run_1/closeup.png
Region (60, 92) to (100, 132) µm. Cells in gray, sequential cells in the stronger gray; small squares are vias.
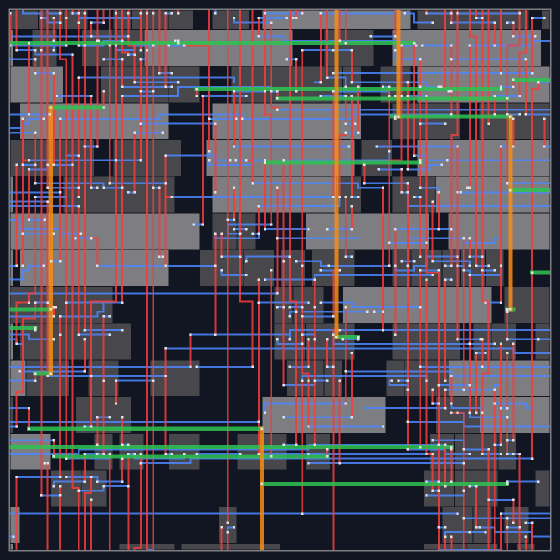
run_1/congestion_map.png
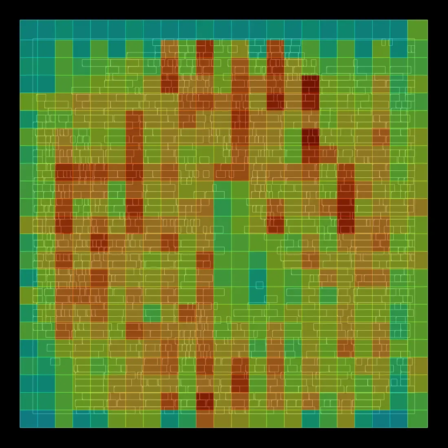
run_1/ff_map.png
Scale: 3 px per µm. Other sequential cells in the stronger gray, the rest of the logic in the fainter gray.
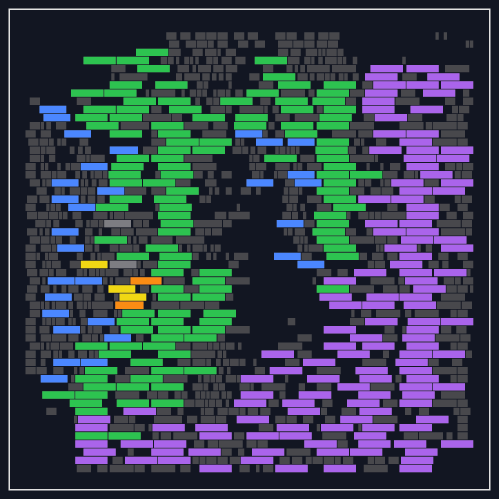
**config.mk**
```make
export PLATFORM = sky130hd
export DESIGN_NAME = fetch_queue
export DESIGN_NICKNAME = d
export VERILOG_FILES = /design/src/rtl/fetch_queue.sv
export SDC_FILE = /design/constraint.sdc
export NUM_CORES = 1
export LEC_CHECK = 0
export CAP_MARGIN = 25
export CORE_MARGIN = 5
export CORE_UTILIZATION = 55
export CTS_BUF_LIST = sky130_fd_sc_hd__clkbuf_8
export CTS_CLUSTER_SIZE = 25
export DETAILED_ROUTE_END_ITERATION = 8
export PLACE_DENSITY = 0.91
export RECOVER_POWER = 50
export REMOVE_ABC_BUFFERS = 1
export SLEW_MARGIN = 40
export SYNTH_ARGS = -nofsm -noshare
export SYNTH_HDL_FRONTEND = slang
export SYNTH_SLANG_ARGS = --single-unit
```
**constraint.sdc**
```tcl
create_clock -name clock -period 5.4 [get_ports clock]
set_input_delay 1.08 -clock clock [delete_from_list [all_inputs] [get_ports clock]]
set_output_delay 1.08 -clock clock [all_outputs]
set_load 0.005 [all_outputs]
```
**src/rtl/fetch_queue.sv**
```systemverilog
// Instruction-fetch stage: owns the fetch PC, captures {pc, instruction} pairs
// into a small FIFO and hands them to decode under a valid/ready handshake.
module fetch_queue #(
    parameter int          DEPTH    = 4,
    parameter logic [31:0] RESET_PC = 32'h00400000
) (
    input  logic                         clock,
    input  logic                         reset,
    input  logic                         redirect,
    input  logic [31:0]                  redirect_pc,
    input  logic                         halt,
    output logic [31:0]                  imem_addr,
    input  logic [31:0]                  imem_data,
    output logic                         dec_valid,
    input  logic                         dec_ready,
    output logic [31:0]                  dec_inst,
    output logic [31:0]                  dec_pc,
    output logic [31:0]                  dec_pc_plus4,
    output logic [$clog2(DEPTH+1)-1:0]   count
);
    localparam int            PW   = $clog2(DEPTH);
    localparam int            CW   = $clog2(DEPTH + 1);
    localparam logic [CW-1:0] FULL = CW'(DEPTH);

    logic [31:0]   fetch_pc;
    logic [PW-1:0] rd_ptr;
    logic [PW-1:0] wr_ptr;
    logic [31:0]   inst_q [DEPTH];
    logic [31:0]   pc_q   [DEPTH];
    logic          pop;
    logic          push;

    assign imem_addr = fetch_pc;
    assign dec_valid = (count != '0);
    assign pop       = dec_valid & dec_ready;
    // A full queue still accepts a push when the head leaves in the same cycle.
    assign push      = !redirect && !halt && ((count < FULL) || pop);

    // Head outputs read as zero while empty so stale storage never leaks out.
    assign dec_inst     = dec_valid ? inst_q[rd_ptr]          : '0;
    assign dec_pc       = dec_valid ? pc_q[rd_ptr]            : '0;
    assign dec_pc_plus4 = dec_valid ? (pc_q[rd_ptr] + 32'd4)  : '0;

    always_ff @(posedge clock or posedge reset) begin
        if (reset) begin
            fetch_pc <= RESET_PC;
            rd_ptr   <= '0;
            wr_ptr   <= '0;
            count    <= '0;
        end else if (redirect) begin
            // Redirect wins over push and pop: the head is discarded, not consumed.
            fetch_pc <= {redirect_pc[31:2], 2'b00};
            rd_ptr   <= wr_ptr;
            count    <= '0;
        end else begin
            if (push) begin
                fetch_pc <= fetch_pc + 32'd4;
                wr_ptr   <= wr_ptr + PW'(1);
            end
            if (pop) begin
                rd_ptr <= rd_ptr + PW'(1);
            end
            case ({push, pop})
                2'b10:   count <= count + CW'(1);
                2'b01:   count <= count - CW'(1);
                default: count <= count;
            endcase
        end
    end

    // Queue storage carries data only; occupancy is tracked by count.
    always_ff @(posedge clock) begin
        if (push) begin
            inst_q[wr_ptr] <= imem_data;
            pc_q[wr_ptr]   <= fetch_pc;
        end
    end
endmodule
```
==> summary.txt, run 1 <==
yosys + openroad results -> Max Slew Vio Count 38, Post-Syn Area 12300 µm², Worst-path clk slew roughly 0.06 ns, num ports 201, chip area estimate from yosys synthesis 12300 µm², Buf+Inv Stages, Crit Path 1, Largest type area fraction between 60% and 70%, Die Wd between 150 and 200 µm, placed cell count around 1200, GR Overflow Total 0, post-place setup slack roughly 0.80 ns, failing checks capacitance limit, slew limit, Antenna diodes 0, Synth Area in XOR/XNOR ~2.5%, share of layout cells above drive strength 1 between 10 and 15%, most frequent cells in the layout 248 x edfxtp_1, 126 x clkdlybuf4s50_1, 65 x dlygate4sd3_1, Storage cell area between 8000 and 9000 µm², DRC Markers 0, chip height 160 µm, Adder Area Share less than 1%, status finished with violations, maxcap violations 1, GR Util All Layers between 20 and 25%, Yosys Instances 765, Hold Startpoint imem_addr[31]$_DFFE_PP0N_, Hold EP pc_q[1][31]$_DFFE_PP_, Simple-Gate Area Share between 10 and 15%, leakage between 5 and 6 nW, Multi-input comb cells roughly 430, FMAX slightly below 0.2 GHz, # resized after CTS 0, routability cong. 0.779, Final Power about 7.5 mW, Via density between 5 and 6, n_taps approximately 280, Synth-to-Final Area Change 25.1%, antenna violations before repair 0, Final HPWL DP ~19 mm, hold path cells 0, tool warnings 30, cts hold-fix bufs 0, RSZ-0062 raised after global routing no, Post-Synth AOI/OAI Area roughly 2.6%, root buffer cell clkbuf_8, main flop type edfxtp_1, Clock-cell share between 5 and 6%, dominant logic cell type in the layout edfxtp_1, Slew @ Worst Pin ~2.2 ns, worst skew pair latency 0.53 ns, combinational share of cell area a little under a quarter, drt pass-1 iters 5, Logic family by area multiplexers, FP Core Util 56.1%, post-synth top area cell edfxtp_1, post-synthesis mux area share approximately an eighth, TritonCTS clock tree yes, routed wl met3 approximately 1.9 mm, crit-path max cell delay about 0.86 ns, Highest Signal Layer met4, Worst VDD drop between 0.0003 and 0.0004 V, vias in the first global route ~8000, TritonCTS Buffers about 44, Top area cell types edfxtp_1 60%, mux4_2 9.7%, dfrtp_1 7.3%, DP Area between 10000 and 15000 µm², 1st-iter DRT viols 519, buffers outside the clock class 207, worst reg2reg path startpoint count[1]$_DFFE_PP0P_, WP data arrival around 4 ns, R2R Setup Slk roughly 2.5 ns
Back to the opening pictures, closeup.png:
M4 -> orange
M2 -> red
M1 -> blue
M3 -> green
cells with their middle in the window = 89
most frequent = edfxtp_1 (12), nand2_1 (8)
sequential cells in the window = 18
netlist names of flops here include = pc_q (12), imem_addr (6)

Back to the opening pictures, congestion_map.png:
gr busiest metal: met2
global routing usage on met1: 29.2%
routed len/inst: 21.9 µm
GR Layer Usage met3: 4.07%

Back to the opening pictures, ff_map.png:
inst_q -> purple  # flops 128
pc_q -> green  # flops 120
rd_ptr -> orange  # flops 2
imem_addr -> blue  # flops 30
count -> yellow  # flops 3
not colored = 2

[run 1: where the power goes]
group / switching, mW / internal [mW]
logic: 1.34 / 1.63
clock network: 0.765 / 0.900
registers: 0.209 / 2.67
[run 1: worst reg2reg max path, cell delays in order, from the launching register on]
cell	delay, ns
dfrtp_1	0.45
nor3_2	0.19
buf_4	0.42
inv_4	0.38
nand2_1	0.31
nor2_1	0.11
fa_1	0.42
nand2b_1	0.18
nor3_1	0.14
a21oi_1	0.06
a21oi_1	0.15
[run 1: flip-flops by register name (all words and copies together) (netlist names)]
register	cells
inst_q	128
count	3
rd_ptr	2
wr_ptr	2
imem_addr	30
pc_q	120
[run 1: layer usage]
metal | up-vias | GRT usage, %
met5 | - | 0
met4 | 0 | 5.52
met1 | 3730 | 29.2
li1 | 3374 | -
met3 | 44 | 4.07
met2 | 327 | 39.3
run_1/m2.png
Scale: 1.5 px per µm. Cells faint in the background.
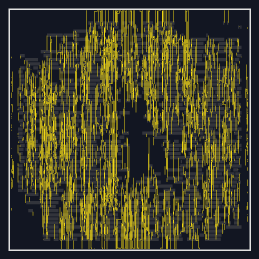

--- run 2 (diff from run 1) ---
--- a/config.mk
+++ b/config.mk
@@ -6,7 +6,7 @@
 export NUM_CORES = 1
 export LEC_CHECK = 0
 export CAP_MARGIN = 25
-export CORE_MARGIN = 5
+export CORE_MARGIN = 10
 export CORE_UTILIZATION = 55
 export CTS_BUF_LIST = sky130_fd_sc_hd__clkbuf_8
 export CTS_CLUSTER_SIZE = 25
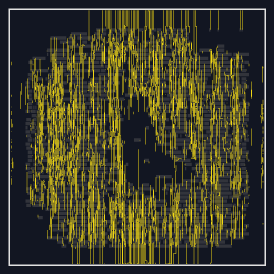
run_2/m2.png
Scale: 1.5 px per µm. Cells faint in the background.
nets with wire on the layer = 932
longest straight run = 53.4 µm
main direction = vertical
share of all routed wire = 51%
GR Util met2: 33.2%
vias after detailed routing: 7499
Detailed Route WL: 29.0 mm

==> summary.txt, run 2 <==
yosys + openroad results -> status finished with violations, failing checks capacitance limit, slew limit, Buf+Inv Stages, Crit Path 2 (+1), buffers outside the clock class 207 (unchanged), hold path cells 2 (+2), Largest type area fraction 60.5% (unchanged), num ports 201 (unchanged), Worst VDD drop 0.000265 V (-21%), Worst-path clk slew 0.06 ns (about the same), gr busiest metal met2, Final Power 7.45 mW (-0.84%), Multi-input comb cells 426 (unchanged), Comb pwr share 40.0% (+0.5 points), Highest Signal Layer met4, Yosys Instances 765 (unchanged), combinational share of cell area 23.9% (+0.030 points), FP Core Util 56.1% (unchanged), # resized after CTS 0 (unchanged), routability cong. 0.796 (+2.1%), Ys Warns 0, worst skew pair latency 0.54 ns (about the same), Hold Startpoint wr_ptr[0]$_DFFE_PP0P_, chip height 170 µm (+6.3%), Crit path depth 7, root buffer cell clkbuf_8, chip area estimate from yosys synthesis 12300 µm² (unchanged), TritonCTS clock tree yes, routed wl met3 1.97 mm (+4.0%), crit-path max cell delay 0.71 ns (-0.15 ns), global routing usage on met1 25.4% (-3.8 points), switch share 31.2% (+0.35 points), maxcap violations 1 (unchanged), WP data arrival 3.98 ns (-0.05 ns), FMAX 0.198 GHz (+1.0%), post-synth top area cell edfxtp_1, Clock Power 1.60 mW (-4%), Storage cell area 8380 µm² (unchanged), clock power share 21.5% (-0.7 points), cts hold-fix bufs 0 (unchanged), Int Pwr 5.12 mW (-1.3%), Antenna diodes 2 (+2), GR Layer Usage met3 5.37% (+1.3 points), Synth-to-Final Area Change 24.7%, Post-Syn Area 12300 µm² (unchanged), Top area cell types edfxtp_1 60%, mux4_2 9.7%, dfrtp_1 7.3%, dominant logic cell type in the layout edfxtp_1, 1st-iter DRT viols 628 (+21%), R2R Setup Slk 2.28 ns (-0.24 ns), power in sequential cells 2.87 mW (about the same), CP Capture Type primary output, main flop type edfxtp_1, share of layout cells above drive strength 1 14.2% (-0.18 points), antenna violations before repair 2 (+2), DRC Markers 0 (unchanged), leakage 5.28 nW (-0.58%), Largest Register inst_q, Die Wd 170 µm (+6.3%), Net Switching 2.32 mW (+0.29%), DP Area 14600 µm² (about the same), tool warnings 30 (unchanged), Top pwr grp combinational logic, Max Slew Vio Count 38 (unchanged), Final HPWL DP 19.8 mm (+4.5%), Comb. pwr 2.98 mW (about the same), routed len/inst 22.4 µm (+2.3%), number of flip-flops under the largest register name 128 (unchanged), skew final around 0.025 ns, number of enable flip-flop cells roughly 250, worst reg2reg path startpoint count[2]$_DFFE_PP0P_, RSZ-0062 raised after global routing no, post-place setup slack 0.893 ns (+0.0966 ns), most frequent cells in the layout 248 x edfxtp_1, 135 x clkdlybuf4s50_1, 58 x and2_1, Tcrit/Tclk final a little over nine tenths, TritonCTS Buffers 44 (unchanged), n_taps 280 (unchanged), placed cell count 1213 (unchanged), Via density 5.80 (+0.24%), Flop pwr share 38.5% (+0.2 points), vias in the first global route 7878 (-0.98%), GR Overflow Total 0 (unchanged), Slew @ Worst Pin 2.19 ns (-0.0126 ns), Hold EP rd_ptr[0]$_DFFE_PP0P_, Clock-cell share 5.17% (-0.33 points), GR Util All Layers 20.2% (-2.1 points)
[run 2: worst register-to-register path: cells and delay by family, from the launching register on]
kind                   cells  cell delay [ns]
buffers and inverters      1             0.31
flip-flops                 1             0.44
AND/OR/NAND/NOR            3             2.03
[run 2: cell families (layout without fill, tap and decap cells)]
kind of cell | after synthesis | after routing | synth area share, %
flip-flops | 285 | 285 | 68.0
AND/OR/NAND/NOR | 245 | 245 | 10.9
multiplexers | 76 | 76 | 12.9
buffers and inverters | 59 | 301 | 2.40
AND-OR/OR-AND | 57 | 57 | 2.58
XOR/XNOR | 35 | 35 | 2.49
adder cells (fa/ha/maj) | 7 | 7 | 0.772
other | 1 | 8 | 0.0305
Power figures rest on the tool's default switching activity, not on a simulated workload.
